===== config.mk =====
export PLATFORM = sky130hd
export DESIGN_NAME = spi_pixel_loader
export DESIGN_NICKNAME = d
export VERILOG_FILES = /design/src/rtl/spi_pixel_loader.sv
export SDC_FILE = /design/constraint.sdc
export NUM_CORES = 1
export LEC_CHECK = 0
export CAP_MARGIN = 20
export CORE_ASPECT_RATIO = 1.5
export CORE_UTILIZATION = 45
export DETAILED_ROUTE_END_ITERATION = 8
export GPL_TIMING_DRIVEN = 0
export PLACE_DENSITY = 0.69
export SYNTH_ARGS = -nofsm -noshare
export SYNTH_HDL_FRONTEND = slang
export SYNTH_SLANG_ARGS = --single-unit

===== constraint.sdc =====
create_clock -name clk -period 5.2 [get_ports clk]
set_input_delay 1.56 -clock clk [delete_from_list [all_inputs] [get_ports clk]]
set_output_delay 1.56 -clock clk [all_outputs]
set_load 0.01 [all_outputs]

===== src/rtl/spi_pixel_loader.sv =====
// SPI byte-stream to framebuffer loader: pixel writes, fill, errors.
// Ports: clk, reset, rx_byte/rx_done/rx_idle in; fb_* writes, status out.
module spi_pixel_loader #(
  parameter int NUM_PIXELS = 64,
  parameter int ADDR_WIDTH = 8
) (
  input  logic                  clk,
  input  logic                  reset,
  input  logic [7:0]            rx_byte,
  input  logic                  rx_done,
  input  logic                  rx_idle,
  output logic                  fb_we,
  output logic [ADDR_WIDTH-1:0] fb_addr,
  output logic [23:0]           fb_wdata,
  output logic                  frame_done,
  output logic                  busy,
  output logic [2:0]            err_flags
);

  typedef enum logic [2:0] {
    IDLE,
    ADDR,
    PIX,
    FILL_COLOR,
    FILL_RUN,
    DISCARD
  } state_t;

  localparam logic [ADDR_WIDTH:0] NPIX =
    (ADDR_WIDTH+1)'(NUM_PIXELS);
  localparam logic [ADDR_WIDTH-1:0] LAST =
    ADDR_WIDTH'(NUM_PIXELS-1);
  localparam logic [ADDR_WIDTH-1:0] PMAX = '1;

  state_t                state_q, state_d;
  logic [1:0]            cnt_q, cnt_d;
  logic [ADDR_WIDTH-1:0] ptr_q, ptr_d;
  logic [7:0]            g_q, g_d;
  logic [7:0]            r_q, r_d;
  logic [23:0]           color_q, color_d;
  logic [ADDR_WIDTH-1:0] fill_q, fill_d;
  logic                  pwe_q, pwe_d;
  logic [ADDR_WIDTH-1:0] paddr_q, paddr_d;
  logic [23:0]           pdata_q, pdata_d;
  logic                  dirty_q, dirty_d;
  logic                  fd_q, fd_d;
  logic [2:0]            err_q, err_d;
  logic                  byte_ok;

  // Fill writes are combinational from state so busy and fb_we
  // cover exactly the same NUM_PIXELS cycles.
  assign busy       = (state_q == FILL_RUN);
  assign fb_we      = busy | pwe_q;
  assign fb_addr    = busy ? fill_q : paddr_q;
  assign fb_wdata   = busy ? color_q : pdata_q;
  assign frame_done = fd_q;
  assign err_flags  = err_q;

  // rx_idle beats a coincident byte.
  assign byte_ok = rx_done & ~rx_idle;

  always_comb begin
    state_d = state_q;
    cnt_d   = cnt_q;
    ptr_d   = ptr_q;
    g_d     = g_q;
    r_d     = r_q;
    color_d = color_q;
    fill_d  = fill_q;
    pwe_d   = 1'b0;
    paddr_d = paddr_q;
    pdata_d = pdata_q;
    dirty_d = dirty_q;
    fd_d    = 1'b0;
    err_d   = err_q;

    unique case (state_q)
      IDLE: begin
        if (byte_ok) begin
          cnt_d = 2'd0;
          if (rx_byte == 8'h01) begin
            state_d = ADDR;
          end else if (rx_byte == 8'h02) begin
            state_d = FILL_COLOR;
          end else begin
            state_d  = DISCARD;
            err_d[0] = 1'b1;
          end
        end
      end
      ADDR: begin
        if (byte_ok) begin
          ptr_d   = ADDR_WIDTH'(rx_byte);
          cnt_d   = 2'd0;
          state_d = PIX;
        end
      end
      PIX, FILL_COLOR: begin
        if (byte_ok) begin
          unique case (cnt_q)
            2'd0: begin
              g_d   = rx_byte;
              cnt_d = 2'd1;
            end
            2'd1: begin
              r_d   = rx_byte;
              cnt_d = 2'd2;
            end
            default: begin
              cnt_d = 2'd0;
              if (state_q == PIX) begin
                if ({1'b0, ptr_q} < NPIX) begin
                  pwe_d   = 1'b1;
                  paddr_d = ptr_q;
                  pdata_d = {g_q, r_q, rx_byte};
                end else begin
                  err_d[1] = 1'b1;
                end
                if (ptr_q != PMAX) begin
                  ptr_d = ptr_q + 1'b1;
                end
              end else begin
                color_d = {g_q, r_q, rx_byte};
                fill_d  = '0;
                state_d = FILL_RUN;
              end
            end
          endcase
        end
      end
      FILL_RUN: begin
        if (rx_done) begin
          err_d[2] = 1'b1;
        end
        fill_d = fill_q + 1'b1;
        if (fill_q == LAST) begin
          state_d = rx_idle ? IDLE : DISCARD;
        end
      end
      DISCARD: begin
      end
      default: begin
        state_d = IDLE;
      end
    endcase

    // Frame delimiter: drop any partial pixel.
    if (rx_idle && state_q != FILL_RUN) begin
      state_d = IDLE;
      cnt_d   = 2'd0;
    end

    dirty_d = dirty_q | fb_we;
    if (state_d == IDLE && state_q != IDLE && dirty_d) begin
      fd_d    = 1'b1;
      dirty_d = 1'b0;
    end
  end

  always_ff @(posedge clk or posedge reset) begin
    if (reset) begin
      state_q <= IDLE;
      cnt_q   <= '0;
      ptr_q   <= '0;
      g_q     <= '0;
      r_q     <= '0;
      color_q <= '0;
      fill_q  <= '0;
      pwe_q   <= 1'b0;
      paddr_q <= '0;
      pdata_q <= '0;
      dirty_q <= 1'b0;
      fd_q    <= 1'b0;
      err_q   <= '0;
    end else begin
      state_q <= state_d;
      cnt_q   <= cnt_d;
      ptr_q   <= ptr_d;
      g_q     <= g_d;
      r_q     <= r_d;
      color_q <= color_d;
      fill_q  <= fill_d;
      pwe_q   <= pwe_d;
      paddr_q <= paddr_d;
      pdata_q <= pdata_d;
      dirty_q <= dirty_d;
      fd_q    <= fd_d;
      err_q   <= err_d;
    end
  end

endmodule


==> flow_summary.yaml <==
# generated from flow reports
run_status:
  status: "finished with violations"
  violations: "design-rule violations"
setup_path:
  critPathSlowestCell: "clkdlybuf4s50_1"
  crit_required_ns: 3.64
  regToRegSetupSlack_ns: 2.85
  worstSetupPathType: "reg -> out"
  critPathLaunch: "state_q[1]$_DFF_PP0_"
  path_max_fanout: 10
  timing.critical_path.cells: "buf_2 > or3b_1 > inv_2 > buf_2 > buf_1 > nand2_1 > nand2_1 > clkdlybuf4s50_1"
  cp_num_cells: 8
  reg2regPathDepth: 6
  reg2reg_from: "fill_q[0]$_DFFE_PP0P_"
  cp_top_family: "buffers and inverters"
  crit_arrival_ns: 2.92
  crit_path_end_kind: "primary output"
  worstSetupStartpointType: "flip-flop"
  slowest_delay_ns: 0.55
  timing.rr.end: "dirty_q$_DFF_PP0_"
  endpoint: "fb_wdata[4]"
finish:
  drive_above_1_share_pct: 13.6
  inverters: 8
  buf_share_pct: 11.2
  num-clock-buffers: 9
  final_common_cell: "nand2_1"
  final_cell_mix: "nand2_1, dfrtp_1, clkdlybuf4s50_1"
  nNetsFinal: 555
  mi_logic_area_um2: 1940
  flops: 99
  comb_cells: 350
  top_regs: "color_q: 24 flops, pdata_q: 24 flops"
  comb_area_share_pct: 35.3
  antenna_cells: 0
  fillers: 860
  largest_cell_class: "registers"
  clk_share_pct: 5.36
clock_tree:
  cts_hold_buf: 0
  clock-sinks: 99
  clk_pin_slew_ns: 0.06
  cts.repair.resized: 0
  cts_root_buf: "clkbuf_16"
  cts_htree_levels: 3
  cts_made_buffers: 9
  cts_tree: "built"
  clock.latency.late_pin_ns: 0.35
  post-cts-setup-buffer-count: 0
  cts.path.max_buffers: 2
die:
  die_area_um2: 10500
  fp.dieH_um: 125
  fp-utilization_pct: 46.8
  core_region_area_um2: 9740
  die_x_um: 84.2
  tapcell.inserted: 115
  pin_count: 50
  rows: 44
logic_synthesis:
  syn_area_per_cell_um2: 9.48
  fp_nets: 495
  synth_cells: 481
  yosysCellCount: 481
  netlist_area_um2: 4560
  yosys.stat.seqShare_pct: 54.3
  ys_sh_adder_pct: 0.549
  simple_gate_share_pct: 23.4
  edf_count: 0
  ys_area_um2: 4560
  yosys_warnings: 0
  mux_area_share_pct: 10.3
  synth-seq-cells: 99
  top_logic_kind: "simple AND/OR/NAND/NOR gates"
  aoi_share_pct: 6.97
  async_flop_share_pct: 100
  synth_xor_xnor_area_share_pct: 1.34
  synth_area_leader_cell: "dfrtp_1"
  ys.flop_type: "dfrtp_1"
  top_cell_area_share_pct: 54.3
  synthTopCellsByArea: "dfrtp_1, nand2_1, mux2_2"
hold_path:
  min_to: "err_flags[2]$_DFFE_PP0P_"
  hold_start: "err_flags[2]$_DFFE_PP0P_"
  hold_path.class: "reg -> reg"
timing:
  rsz0062_at_grt: "false"
  max_slew.worst_pin.slew_ns: 0.618
  holdWs_ns: 0.454
  finalMaxSlewViolations: 0
  finalHoldViolCount: 0
  max_clock_freq_ghz: 0.223
  setup_tns_ns: 0
  finalCriticalPeriod_ns: 4.48
  relSlewSlack_pct: 58.3
  report.final.setup_viol: 0
  fin_crit_sh_pct: 86.2
global_routing:
  grt_busiest_layer: "met2"
  antenna_found_initial: 0
  grtUsageMet1_pct: 27.1
  grt_pass1_vias: 3498
  grtUsageMet3_pct: 3.70
  grt_first_pass_wirelength_um: 17400
  grt_overflow: 0
  use_met2_pct: 35.4
  grt_max_degree: 56
  gr-usage-all-layers_pct: 21.4
pwr:
  p_leak_nw: 2.75
  p_total_mw: 2.22
  power_density_nw_per_um2: 403
route:
  routed-wl-met3_um: 489
  drc: 10
  drt-met1-wl_um: 4570
  drt_first_iter_violations: 270
  highest_layer: "met4"
  firstDrtPassIters: 6
  wl_met2_um: 5280
  via_per_inst: 5.38
  vias: 3554
  routedWlPerCell_um: 16.1
  ant_nets: 0
place:
  port_buffers: 48
  post-dp-hpwl_um: 7340
  place_ws_ns: 1.14
  place.gp.congestion: 0.844
run:
  drv_cap: 0
  warnings: 26
==> where the power goes <==
part / switching, mW / internal (mW)
clock: 0.320 / 0.337
sequential: 0.110 / 0.875
combinational: 0.338 / 0.239
total: 0.768 / 1.45
==> cells in the mapped netlist, types with 5 or more instances <==
cell type	n
inv_1	7
a21oi_1	15
nor2_1	24
nand3_1	8
nor2b_1	5
dfrtp_1	99
buf_2	6
o22a_1	6
xor2_1	6
clkbuf_1	13
nand2_1	195
mux2_2	40
==> per-stage QoR <==
step / cell area (um2) / cells
after floorplan: 4560 / 481
after global placement: 5180 / 644
after detailed placement: 5210 / 645
after CTS: 5510 / 661
after global routing: 5510 / 661
final: 5510 / 661
**Metal layers overlaid**

The bar under the picture is 20 um long.
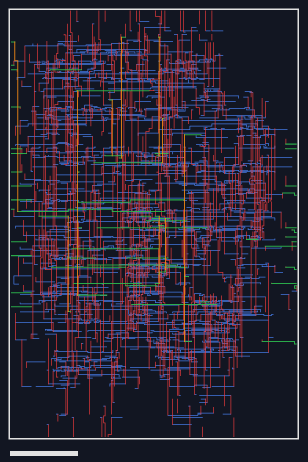
- met4: orange (wire length 333 um)
- met3: green (wire length 490 um)
- met2: red (wire length 5280 um)
- met1: blue (wire length 4570 um)

**Register map, names as in the netlist**

The bar under the picture is 20 um long. Other sequential cells in the stronger gray, the rest of the logic in the fainter gray.
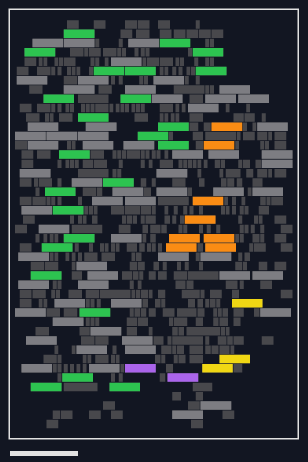
- `pdata_q`: green (sequential cells 24)
- `cnt_q`: purple (sequential cells 2)
- `paddr_q`: orange (sequential cells 8)
- `state_q`: yellow (sequential cells 3)
Seq/total area: 45.0%
fin util: 56.5%
Sequential cell area: 2480 um2
P_seq: 0.985 mW

**Clock routing**

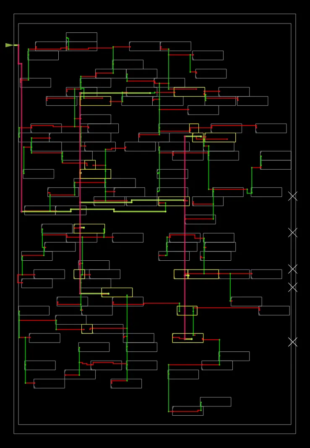
P_clk: 0.657 mW
Layout Skew: 0.0127 ns

**Port wiring**

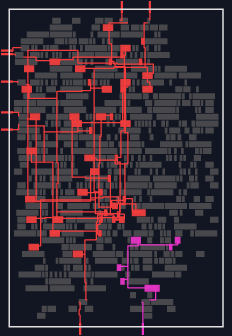
- `rx_byte`: red (bits 8; direction input; end cells 45; buffers 8; wire 1150 um)
- `rx_idle`: magenta (bits 1; direction input; end cells 6; buffers 1; wire 75.0 um)

**Sizing map**

The bar under the picture is 20 um long.
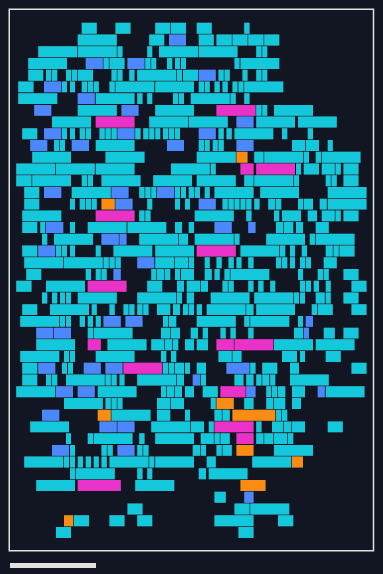
- drive 2: blue (cells 50; share 9.2%)
- drive 3 to 4: orange (cells 9; share 1.6%)
- drive 6 and up: magenta (cells 15; share 2.7%)
- drive 1 or less: cyan (cells 472; share 86%)
Setup WS post-layout: 0.717 ns
Final Cell Area: 5510 um2
Non-clk bufs: 73
Area growth syn-to-layout: 20.8%

Power is estimated from default activity; no workload was simulated.
